### src/rtl/sdram_rom_sched.sv
// rtl/sdram_rom_sched.sv - shares one SDRAM command port between the ROM download writer and three ROM readers
// Download writes win; reads issue on address change and are served round-robin.
module sdram_rom_sched #(
  parameter logic [22:0] SND_BASE = 23'h004000,
  parameter logic [22:0] SP_BASE  = 23'h008000
) (
  input  logic        clk,
  input  logic        init_n,
  input  logic        dl_active,
  input  logic        dl_wr,
  input  logic [23:0] dl_addr,
  input  logic [7:0]  dl_data,
  output logic        dl_ovf,
  input  logic [13:0] cpu1_addr,
  output logic [15:0] cpu1_q,
  input  logic [12:0] cpu2_addr,
  output logic [15:0] cpu2_q,
  input  logic [14:0] sp_addr,
  output logic [31:0] sp_q,
  output logic        mem_req,
  output logic        mem_we,
  output logic [22:0] mem_addr,
  output logic [1:0]  mem_ds,
  output logic [15:0] mem_d,
  input  logic        mem_busy,
  input  logic        mem_rdy,
  input  logic [15:0] mem_q
);

  typedef enum logic [1:0] {S_IDLE, S_WAIT, S_SP2, S_SP2W} state_t;
  localparam logic [1:0] G_CPU1 = 2'd0;
  localparam logic [1:0] G_CPU2 = 2'd1;
  localparam logic [1:0] G_SP   = 2'd2;
  localparam logic [1:0] G_DL   = 2'd3;

  state_t      r_state;
  logic [1:0]  r_gnt;
  logic [1:0]  r_ptr;
  logic [14:0] r_lat;
  logic        r_dl_pend;
  logic [22:0] r_dl_addr;
  logic [1:0]  r_dl_ds;
  logic [15:0] r_dl_d;
  logic [13:0] r_last1;
  logic [12:0] r_last2;
  logic [14:0] r_last_sp;
  logic [2:0]  r_valid;
  logic        r_dl_act_d;
  logic        r_kill;
  logic [15:0] r_sp_lo;

  logic [3:0]  w_pend;
  logic [1:0]  w_c0, w_c1, w_c2;
  logic        w_rd_ok;
  logic [1:0]  w_rd_sel;
  logic [22:0] w_rd_addr;
  logic [14:0] w_raw;
  logic        w_dl_issue;

  function automatic logic [1:0] nxt(input logic [1:0] p);
    return (p == 2'd2) ? 2'd0 : p + 2'd1;
  endfunction

  assign w_pend[0] = !dl_active && (!r_valid[0] || cpu1_addr != r_last1);
  assign w_pend[1] = !dl_active && (!r_valid[1] || cpu2_addr != r_last2);
  assign w_pend[2] = !dl_active && (!r_valid[2] || sp_addr != r_last_sp);
  assign w_pend[3] = 1'b0;

  assign w_c0 = r_ptr;
  assign w_c1 = nxt(w_c0);
  assign w_c2 = nxt(w_c1);
  assign w_dl_issue = (r_state == S_IDLE) && !mem_busy && r_dl_pend;

  always_comb begin
    w_rd_ok  = 1'b1;
    w_rd_sel = w_c0;
    if (w_pend[w_c0])      w_rd_sel = w_c0;
    else if (w_pend[w_c1]) w_rd_sel = w_c1;
    else if (w_pend[w_c2]) w_rd_sel = w_c2;
    else                   w_rd_ok  = 1'b0;
  end

  always_comb begin
    w_rd_addr = {9'd0, cpu1_addr};
    w_raw     = {1'b0, cpu1_addr};
    case (w_rd_sel)
      G_CPU2: begin
        w_rd_addr = SND_BASE + {10'd0, cpu2_addr};
        w_raw     = {2'b00, cpu2_addr};
      end
      G_SP: begin
        w_rd_addr = SP_BASE + {7'd0, sp_addr, 1'b0};
        w_raw     = sp_addr;
      end
      default: ;
    endcase
  end

  always_ff @(posedge clk) begin
    if (!init_n) begin
      r_state    <= S_IDLE;
      r_gnt      <= G_CPU1;
      r_ptr      <= G_CPU1;
      r_lat      <= '0;
      r_dl_pend  <= 1'b0;
      r_dl_addr  <= '0;
      r_dl_ds    <= '0;
      r_dl_d     <= '0;
      r_last1    <= '0;
      r_last2    <= '0;
      r_last_sp  <= '0;
      r_valid    <= '0;
      r_dl_act_d <= 1'b0;
      r_kill     <= 1'b0;
      r_sp_lo    <= '0;
      dl_ovf     <= 1'b0;
      cpu1_q     <= '0;
      cpu2_q     <= '0;
      sp_q       <= '0;
      mem_req    <= 1'b0;
      mem_we     <= 1'b0;
      mem_addr   <= '0;
      mem_ds     <= '0;
      mem_d      <= '0;
    end else begin
      mem_req    <= 1'b0;
      r_dl_act_d <= dl_active;

      // A new byte arriving on the issue cycle replaces the entry without counting as overflow.
      if (dl_wr) begin
        r_dl_pend <= 1'b1;
        r_dl_addr <= dl_addr[23:1];
        r_dl_ds   <= {dl_addr[0], ~dl_addr[0]};
        r_dl_d    <= {dl_data, dl_data};
        if (r_dl_pend && !w_dl_issue) dl_ovf <= 1'b1;
      end else if (w_dl_issue) begin
        r_dl_pend <= 1'b0;
      end

      case (r_state)
        S_IDLE: if (!mem_busy) begin
          if (r_dl_pend) begin
            mem_req  <= 1'b1;
            mem_we   <= 1'b1;
            mem_addr <= r_dl_addr;
            mem_ds   <= r_dl_ds;
            mem_d    <= r_dl_d;
            r_gnt    <= G_DL;
            r_state  <= S_WAIT;
          end else if (w_rd_ok) begin
            mem_req  <= 1'b1;
            mem_we   <= 1'b0;
            mem_addr <= w_rd_addr;
            mem_ds   <= 2'b11;
            mem_d    <= '0;
            r_gnt    <= w_rd_sel;
            r_lat    <= w_raw;
            r_ptr    <= nxt(w_rd_sel);
            r_kill   <= 1'b0;
            r_state  <= S_WAIT;
          end
        end
        S_WAIT: if (mem_rdy) begin
          case (r_gnt)
            G_CPU1: begin
              cpu1_q     <= mem_q;
              r_last1    <= r_lat[13:0];
              r_valid[0] <= !r_kill;
              r_state    <= S_IDLE;
            end
            G_CPU2: begin
              cpu2_q     <= mem_q;
              r_last2    <= r_lat[12:0];
              r_valid[1] <= !r_kill;
              r_state    <= S_IDLE;
            end
            G_SP: begin
              r_sp_lo <= mem_q;
              r_state <= S_SP2;
            end
            default: r_state <= S_IDLE;
          endcase
        end
        S_SP2: if (!mem_busy) begin
          mem_req  <= 1'b1;
          mem_addr <= mem_addr + 23'd1;
          r_state  <= S_SP2W;
        end
        S_SP2W: if (mem_rdy) begin
          sp_q       <= {mem_q, r_sp_lo};
          r_last_sp  <= r_lat;
          r_valid[2] <= !r_kill;
          r_state    <= S_IDLE;
        end
        default: r_state <= S_IDLE;
      endcase

      // Download start forces every reader to refetch; an in-flight read must not revalidate.
      if (dl_active && !r_dl_act_d) begin
        r_valid <= '0;
        r_kill  <= 1'b1;
      end
    end
  end

endmodule

### config.mk
export PLATFORM = sky130hd
export DESIGN_NAME = sdram_rom_sched
export DESIGN_NICKNAME = d
export VERILOG_FILES = /design/src/rtl/sdram_rom_sched.sv
export SDC_FILE = /design/constraint.sdc
export NUM_CORES = 1
export LEC_CHECK = 0
export ABC_CLOCK_PERIOD_IN_PS = 3850
export CORE_ASPECT_RATIO = 0.7
export CORE_UTILIZATION = 47
export CTS_CLUSTER_DIAMETER = 150
export CTS_CLUSTER_SIZE = 16
export DETAILED_ROUTE_END_ITERATION = 16
export GPL_TIMING_DRIVEN = 0
export PLACE_DENSITY = 0.77
export RECOVER_POWER = 25
export SYNTH_ARGS = -nofsm -noshare
export SYNTH_HDL_FRONTEND = slang
export SYNTH_SLANG_ARGS = --single-unit
export TNS_END_PERCENT = 5
### constraint.sdc
create_clock -name clk -period 3.85 [get_ports clk]
set_input_delay 0.77 -clock clk [delete_from_list [all_inputs] [get_ports clk]]
set_output_delay 0.77 -clock clk [all_outputs]
set_load 0.03 [all_outputs]
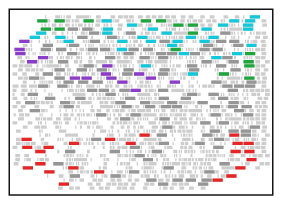
Fig. 1. Where the registers sit (run 1).
(1.5 px per µm) Other sequential cells in the stronger grey, the rest of the logic in the fainter grey.
colour	signal	placed flops
green	`cpu1_q`	16
purple	`r_last_sp`	15
cyan	`sp_q`	32
red	`r_dl_addr`	23
not coloured	132

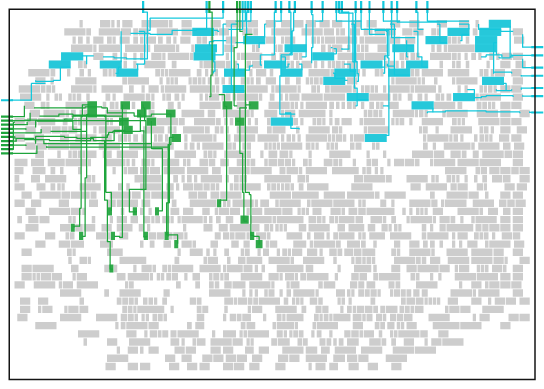
Fig. 2. Port wiring (run 1).
(3 px per µm)
colour	port	bits	direction	edge	end cells	buffers	wire
green	`cpu2_addr`	13	input	10 left, 3 top	27	13	1070 µm
cyan	`sp_q`	32	output	24 top, 7 right, 1 left	32	32	948 µm
I/O pin cnt: 204
number of port buffers: 201

==> tab_implementation.tex, run 1 <==
% Table of physical implementation metrics
\begin{tabular}{lr}
\hline
Metric & Value \\
\hline
\multicolumn{2}{l}{\textbf{Run status}} \\
Run status & complete, no violations \\
\multicolumn{2}{l}{\textbf{Setup path}} \\
Startpoint types & primary input \\
Category of the critical setup timing path & primary input to flip-flop \\
Timing endpoint of the critical path & mem\_addr[5]\$\_SDFFE\_PN0P\_ \\
Critical-path maximum fanout & 9 \\
Buffering stage count on the worst path with inverters included & 2 \\
Data arrival, critical path & about 4300 ps \\
Cell with the biggest individual delay on the critical path & sky130\_fd\_sc\_hd\_\_or4\_4 \\
WP data required & roughly 4300 ps \\
Worst r2r path cells & 12 \\
Stage delay of the slowest cell on the critical path & roughly 660 ps \\
Endpoint of the worst register-to-register path & mem\_addr[5]\$\_SDFFE\_PN0P\_ \\
Endpoint class of the critical path & flip-flop \\
Number of logic stages on the critical path including buffering & 13 \\
Family of cells with the greatest summed delay on the critical path & AND-OR/OR-AND gates \\
Worst reg2reg startpoint & r\_last\_sp[11]\$\_SDFFE\_PN0P\_ \\
\multicolumn{2}{l}{\textbf{Power}} \\
Switching Power & $\sim$1.4 mW \\
Comb power frac & 16.9\% \\
VDD IR max & 237 µV \\
Cell-internal power & around 3.5 mW \\
Sequential fraction of design power & slightly below 50\% \\
Sequential Power & roughly 2.4 mW \\
Power of the clock network & roughly 1.6 mW \\
Main power group & registers \\
Share of total power in the clock network & between 30\% and 40\% \\
Total power after layout & 4.85 mW \\
Switching Fraction & between 20 and 30\% \\
Power Combinational & between 0.8 and 0.9 mW \\
\multicolumn{2}{l}{\textbf{Cells and area}} \\
Final cell utilization of the core & a little under two thirds \\
Flip-flop and latch count & around 220 \\
Flop area & about 0.0044 mm² \\
Area of the multi-input gates & around 0.0051 mm² \\
Final Cell Area & roughly 0.013 mm² \\
Clock buffer cells & 17 \\
Most frequently placed logic cells in the final layout & 359 x sky130\_fd\_sc\_hd\_\_nand2\_1, 218 x sky130\_fd\_sc\_hd\_\_dfxtp\_1, 178 x sky130\_fd\_sc\_hd\_\_a21oi\_1 \\
Layout overhead on the synthesized area & 30.6\% \\
\# diodes & 0 \\
Clock buffer and inverter area fraction after layout & under 10\% \\
Non-clock buffer total of the final layout & slightly above 300 \\
Layout non-clock buf frac & 19.7\% \\
Fill cell count & between 1500 and 2000 \\
Nets@finish & between 1500 and 2000 \\
Fraction of layout instances using a drive strength above 1 & under 10\% \\
Register with the most flip-flops & sp\_q \\
Largest registers ranked by flip-flop count & sp\_q: 32 flops, mem\_addr: 23 flops, r\_dl\_addr: 23 flops \\
Most common cell after layout, fill and taps aside & sky130\_fd\_sc\_hd\_\_nand2\_1 \\
Number of multi-input logic gates & between 900 and 1000 \\
Filler-free cell count of the finished design & roughly 1700 \\
Multi-input combinational area share & 39.8\% \\
Non-clock inverter count & 10 \\
Cell kind with the greatest summed area & multi-input combinational cells \\
Flip-flop count of the largest register, all copies and words added & 32 \\
\multicolumn{2}{l}{\textbf{Drt}} \\
Count of vias placed by the detailed router & 10100 \\
Final routed wirelength across all metal layers & roughly 35 mm \\
Wire length on met1 & 15.7 mm \\
Met3 routed WL & 3.88 mm \\
Wirelength per Cell & $\sim$20 µm \\
Number of iterations in the first detailed-routing pass & 5 \\
Post-detailed-route count of antenna-violating nets & 0 \\
Detail Route met2 WL & $\sim$14 mm \\
Final routed DRC violation total & 0 \\
DRT iter0 DRCs & approximately 1000 \\
Mean number of vias per cell & between 5 and 6 \\
\multicolumn{2}{l}{\textbf{Placement}} \\
Post-placement setup slack & -1400 ps \\
Global placer's final weighted congestion & around 0.96 \\
Final HPWL DP & $\sim$26 mm \\
Number of placed cells counting well taps & approximately 1700 \\
\multicolumn{2}{l}{\textbf{Yosys}} \\
Number of cells produced by synthesis & about 1200 \\
Prevailing logic family in the synthesized netlist & simple AND/OR/NAND/NOR gates \\
Sequential element share of the synthesized area & 44.5\% \\
Share of synthesized cell area in full adder, half adder and majority cells & 0.637\% \\
Cells in synth\_stat.txt & roughly 1200 \\
Number of warning messages in the yosys log & 0 \\
Yosys xor share & 4.09\% \\
Number of enable flip-flop cells & 0 \\
Yosys-reported design area after synthesis & between 0.009 and 0.01 mm² \\
Simple-gate share of the synthesized area & about 22\% \\
Area fraction in compound gates after synthesis & between 10\% and 20\% \\
Mapped cell area & 0.00981 mm² \\
Share of flip-flops with an asynchronous set or reset after synthesis & 0\% \\
Number of library cell types mapped by synthesis & $\sim$63 \\
Dominant register cell & sky130\_fd\_sc\_hd\_\_dfxtp\_1 \\
\multicolumn{2}{l}{\textbf{Final timing}} \\
Crit path time final & approximately 3800 ps \\
Worst setup slack after layout & 53.2 ps \\
Final-report max-slew violation count & 0 \\
Measured slew at the worst slew-check pin & about 1300 ps \\
Fmax & 263 MHz \\
Post-route fraction of the period consumed by the critical path & between 90\% and 100\% \\
Clk\_skew & $\sim$23 ps \\
Hold slack & $\sim$450 ps \\
Sum Neg Setup Slack & 0 ps \\
Final Setup Violations & 0 \\
Final Hold Violation Tally & 0 \\
Slew margin rel. & 10.6\% \\
\multicolumn{2}{l}{\textbf{Global route}} \\
Global routing met1 resource utilization & a little under half \\
Global-route wire length before repair & between 50 and 60 mm \\
Met2 usage in global routing & 45.8\% \\
Layer with the highest usage & met1 \\
Number of antenna violations at the first check in global routing & 0 \\
Maximum number of pins on one net before global-route repair & 17 \\
Number of global-route vias before repair & 9048 \\
GRT Total Usage & about 31\% \\
Grt ovf & 0 \\
Met3 routing resource usage after global routing & between 5 and 6\% \\
\multicolumn{2}{l}{\textbf{CTS}} \\
Post-CTS setup buffer count & 5 \\
Htree depth & 1 \\
Clk ins delay skew pair & $\sim$500 ps \\
Clock Sinks & 218 \\
Hold bufs inserted after CTS & 0 \\
Bufs on Longest Clock Path & 3 \\
Root buffer cell & sky130\_fd\_sc\_hd\_\_clkbuf\_16 \\
Clock tree from TritonCTS & done \\
Total clock buffers created by CTS & 17 \\
\multicolumn{2}{l}{\textbf{Worst hold path}} \\
Hold worst-path end & cpu1\_q[13]\$\_SDFFE\_PN0P\_ \\
Worst hold path cell count & 2 \\
Min-Delay Startpoint & cpu1\_q[13]\$\_SDFFE\_PN0P\_ \\
Class of the worst hold path & flip-flop to flip-flop \\
\multicolumn{2}{l}{\textbf{Flow run}} \\
Max-cap violations & 0 \\
\multicolumn{2}{l}{\textbf{Floorplan}} \\
Die width & roughly 170 µm \\
Tap Cells & approximately 270 \\
Die footprint & 0.0215 mm² \\
Initial Util & 48.8\% \\
Standard cell core area & 0.0201 mm² \\
\hline
\end{tabular}
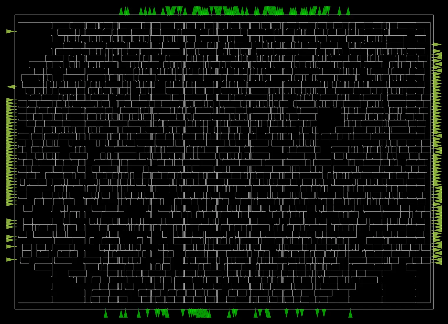
Fig. 3. Cell placement (run 1).
floorplan row count: 43
share of cell area taken by flip-flops and latches: 34.0%

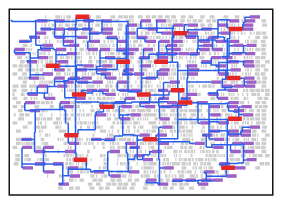
Fig. 4. Routed clock nets over the placement (run 1).
(1.5 px per µm)
[purple] flip-flops | count: 218
[blue] clock wires | length: 2590 µm
[red] clock-net drivers | count: 17
flops lie	all over the die

[run 1: synthesized netlist by cell type (all sizes together), types with 3 or more instances]
master   number  area share (%)
nand2b        3            0.19
nor3         12            0.61
o31ai         3            0.23
a311oi        5            0.45
o211ai        3            0.23
a31oi         8            0.51
o22ai         6            0.38
a21boi        8            0.61
o32ai         5            0.52
a311o         6            0.61
xor2          3            0.27
or3          11            0.70
nor2b         3            0.19
nor2         77             2.9
xnor2        42             3.8
a211oi       16             1.3
nand3        11            0.56
ha            5            0.64
a211o         3            0.27
buf          24             1.6
nand4        15            0.96
nand2       359              14
dfxtp       218              44
o21ai        25             1.4
a2bb2oi       3            0.33
nor4          8            0.82
mux2i        54             5.5
clkbuf       76             2.9
inv           9            0.34
a221oi        5            0.51
o221a         5            0.57
a21oi       181             9.3
and3          9            0.59
==> run 2: changes to the inputs <==
- CELL_PAD_IN_SITES_DETAIL_PLACEMENT: unset -> 1
- CELL_PAD_IN_SITES_GLOBAL_PLACEMENT: unset -> 1
- CORE_UTILIZATION: 47 -> 34
- SKIP_LAST_GASP: unset -> 1
==> run 2 against run 1 <==
- worst setup slack better by 29 ps
- critical path type unchanged
- register-to-register slack lost 20 ps
- combinational power grew 4.0%
- via count down 0.55%
- critical endpoint is now mem_addr[11]$_SDFFE_PN0P_
- sequential power about the same
- global-route usage decreased by 4.8 points
- utilization fell by 17 points
- hold slack got worse by 1.5 ps
- sequential cell count unchanged
- first-iteration DRC count decreased by 32%
- largest cell class unchanged
- die area rose by 38%
==> tab_implementation.tex, run 2 <==
% Table of physical implementation metrics
\begin{tabular}{lr}
\hline
Metric & Value \\
\hline
\multicolumn{2}{l}{\textbf{Final timing}} \\
Crit path time final & 3770 ps (-29.2 ps) \\
Measured slew at the worst slew-check pin & 862 ps (-461 ps) \\
Hold slack & 453 ps (-1.51 ps) \\
Clk\_skew & 20.9 ps (-2.32 ps) \\
Worst setup slack after layout & 82.4 ps (+29.2 ps) \\
Slew margin rel. & 42.5\% (+32 points) \\
Sum Neg Setup Slack & 0 ps (unchanged) \\
Fmax & 265 MHz (+0.78\%) \\
Final Hold Violation Tally & 0 (unchanged) \\
\multicolumn{2}{l}{\textbf{Power}} \\
Switching Power & 1.44 mW (+4.0\%) \\
Share of total power in the clock network & 33.4\% (about the same) \\
Power of the clock network & 1.64 mW (about the same) \\
VDD IR max & 226 µV (-4.8\%) \\
Comb power frac & 17.4\% (+0.5 points) \\
Power Combinational & 0.853 mW (+4.0\%) \\
\multicolumn{2}{l}{\textbf{Run status}} \\
Run status & complete, no violations \\
\multicolumn{2}{l}{\textbf{Worst hold path}} \\
Class of the worst hold path & flip-flop to flip-flop \\
Hold worst-path end & cpu1\_q[11]\$\_SDFFE\_PN0P\_ \\
Min-Delay Startpoint & cpu1\_q[11]\$\_SDFFE\_PN0P\_ \\
\multicolumn{2}{l}{\textbf{Setup path}} \\
Critical-path maximum fanout & 10 (+1) \\
Endpoint of the worst register-to-register path & mem\_addr[11]\$\_SDFFE\_PN0P\_ \\
Timing endpoint of the critical path & mem\_addr[11]\$\_SDFFE\_PN0P\_ \\
Number of logic stages on the critical path including buffering & 15 (+2) \\
Startpoint types & primary input \\
Worst r2r path cells & 14 (+2) \\
Worst reg2reg startpoint & r\_last\_sp[5]\$\_SDFFE\_PN0P\_ \\
WP data required & 4270 ps (-30 ps) \\
Stage delay of the slowest cell on the critical path & 640 ps (-20 ps) \\
Endpoint class of the critical path & flip-flop \\
\multicolumn{2}{l}{\textbf{Cells and area}} \\
Most common cell after layout, fill and taps aside & sky130\_fd\_sc\_hd\_\_nand2\_1 \\
Filler-free cell count of the finished design & 1846 (+6.1\%) \\
Most frequently placed logic cells in the final layout & 359 x sky130\_fd\_sc\_hd\_\_nand2\_1, 218 x sky130\_fd\_sc\_hd\_\_dfxtp\_1, 178 x sky130\_fd\_sc\_hd\_\_a21oi\_1 \\
Layout overhead on the synthesized area & 33.0\% \\
Flip-flop count of the largest register, all copies and words added & 32 (unchanged) \\
Largest registers ranked by flip-flop count & sp\_q: 32 flops, mem\_addr: 23 flops, r\_dl\_addr: 23 flops \\
\# diodes & 0 (unchanged) \\
\multicolumn{2}{l}{\textbf{Placement}} \\
Global placer's final weighted congestion & 0.909 (-5.3\%) \\
Final HPWL DP & 30.2 mm (+17\%) \\
Number of port buffers & 201 (unchanged) \\
Number of placed cells counting well taps & 1816 (+5.9\%) \\
\multicolumn{2}{l}{\textbf{Yosys}} \\
Cells in synth\_stat.txt & 1244 (unchanged) \\
Number of cells produced by synthesis & 1244 (unchanged) \\
Dominant register cell & sky130\_fd\_sc\_hd\_\_dfxtp\_1 \\
Share of Yosys cell area claimed by the top area cell type & 44.5\% (unchanged) \\
Simple-gate share of the synthesized area & 22.3\% (unchanged) \\
Yosys xor share & 4.09\% (unchanged) \\
Area fraction in compound gates after synthesis & 18.1\% (unchanged) \\
Yosys-reported design area after synthesis & 0.00981 mm² (unchanged) \\
Sequential element share of the synthesized area & 44.5\% (unchanged) \\
Number of warning messages in the yosys log & 0 (unchanged) \\
Cell types with the largest area share after synthesis & sky130\_fd\_sc\_hd\_\_dfxtp\_1 44\%, sky130\_fd\_sc\_hd\_\_nand2\_1 14\%, sky130\_fd\_sc\_hd\_\_a21oi\_1 9.2\% \\
Post-synth top cells & 359 x sky130\_fd\_sc\_hd\_\_nand2\_1, 218 x sky130\_fd\_sc\_hd\_\_dfxtp\_1, 180 x sky130\_fd\_sc\_hd\_\_a21oi\_1, 77 x sky130\_fd\_sc\_hd\_\_nor2\_1, 76 x sky130\_fd\_sc\_hd\_\_clkbuf\_1 \\
Share of flip-flops with an asynchronous set or reset after synthesis & 0\% (unchanged) \\
\multicolumn{2}{l}{\textbf{Global route}} \\
Maximum number of pins on one net before global-route repair & 17 (unchanged) \\
Global-route wire length before repair & 59.1 mm (+14\%) \\
\multicolumn{2}{l}{\textbf{CTS}} \\
Total clock buffers created by CTS & 17 (unchanged) \\
\multicolumn{2}{l}{\textbf{Flow run}} \\
Max-cap violations & 0 (unchanged) \\
\multicolumn{2}{l}{\textbf{Drt}} \\
Number of iterations in the first detailed-routing pass & 5 (unchanged) \\
Count of vias placed by the detailed router & 10100 (-0.55\%) \\
\multicolumn{2}{l}{\textbf{Floorplan}} \\
Die width & 205 µm (+17\%) \\
\hline
\end{tabular}
==> run 2: cell type report <==
type / instances / area (µm²) / area share [%]
multi-input cells: 916 / 5180 / 39.7
inverters: 10 / 37.5 / 0.288
flip-flops and latches: 218 / 4360 / 33.4
well taps: 371 / 464 / 3.56
clock buffers: 17 / 425 / 3.26
repair buffers: 215 / 2100 / 16.1
clock inverters: 2 / 17.5 / 0.134
plain buffers: 97 / 464 / 3.56
==> run 2: metal layers <==
layer	up-vias	global-route usage, %	share of wire [%]
li1	4694	-	-
met1	4990	39.8	48
met2	357	39.5	43
met3	48	3.63	7.0
met4	0	5.26	1.7
met5	-	0	0
==> run 2: worst min-delay path: stages (launching register included) <==
cell	delay (ps)
sky130_fd_sc_hd__dfxtp_1	310
sky130_fd_sc_hd__nand2_1	50
sky130_fd_sc_hd__a21oi_1	50
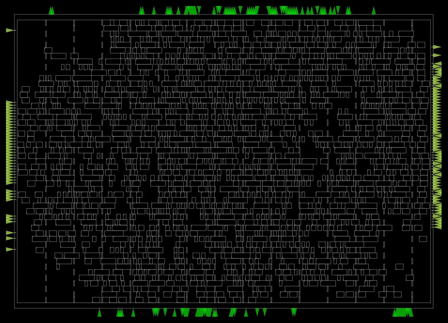
Fig. 5. Cell placement (run 2).
standard cell core area: 0.0281 mm²
fill cell count: 3390
final cell utilization of the core: 46.5%
share of cell area taken by flip-flops and latches: 33.4%

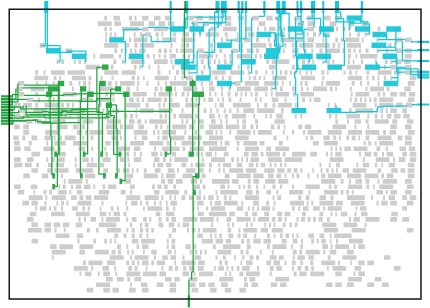
Fig. 6. Port wiring (run 2).
(2 px per µm)
colour	port	bits	direction	edge	end cells	buffers	wire
cyan	`sp_q`	32	output	25 top, 7 right	32	32	1050 µm
green	`cpu2_addr`	13	input	11 left, 1 bottom, 1 top	27	13	1130 µm

Power and IR drop assume default switching activity.
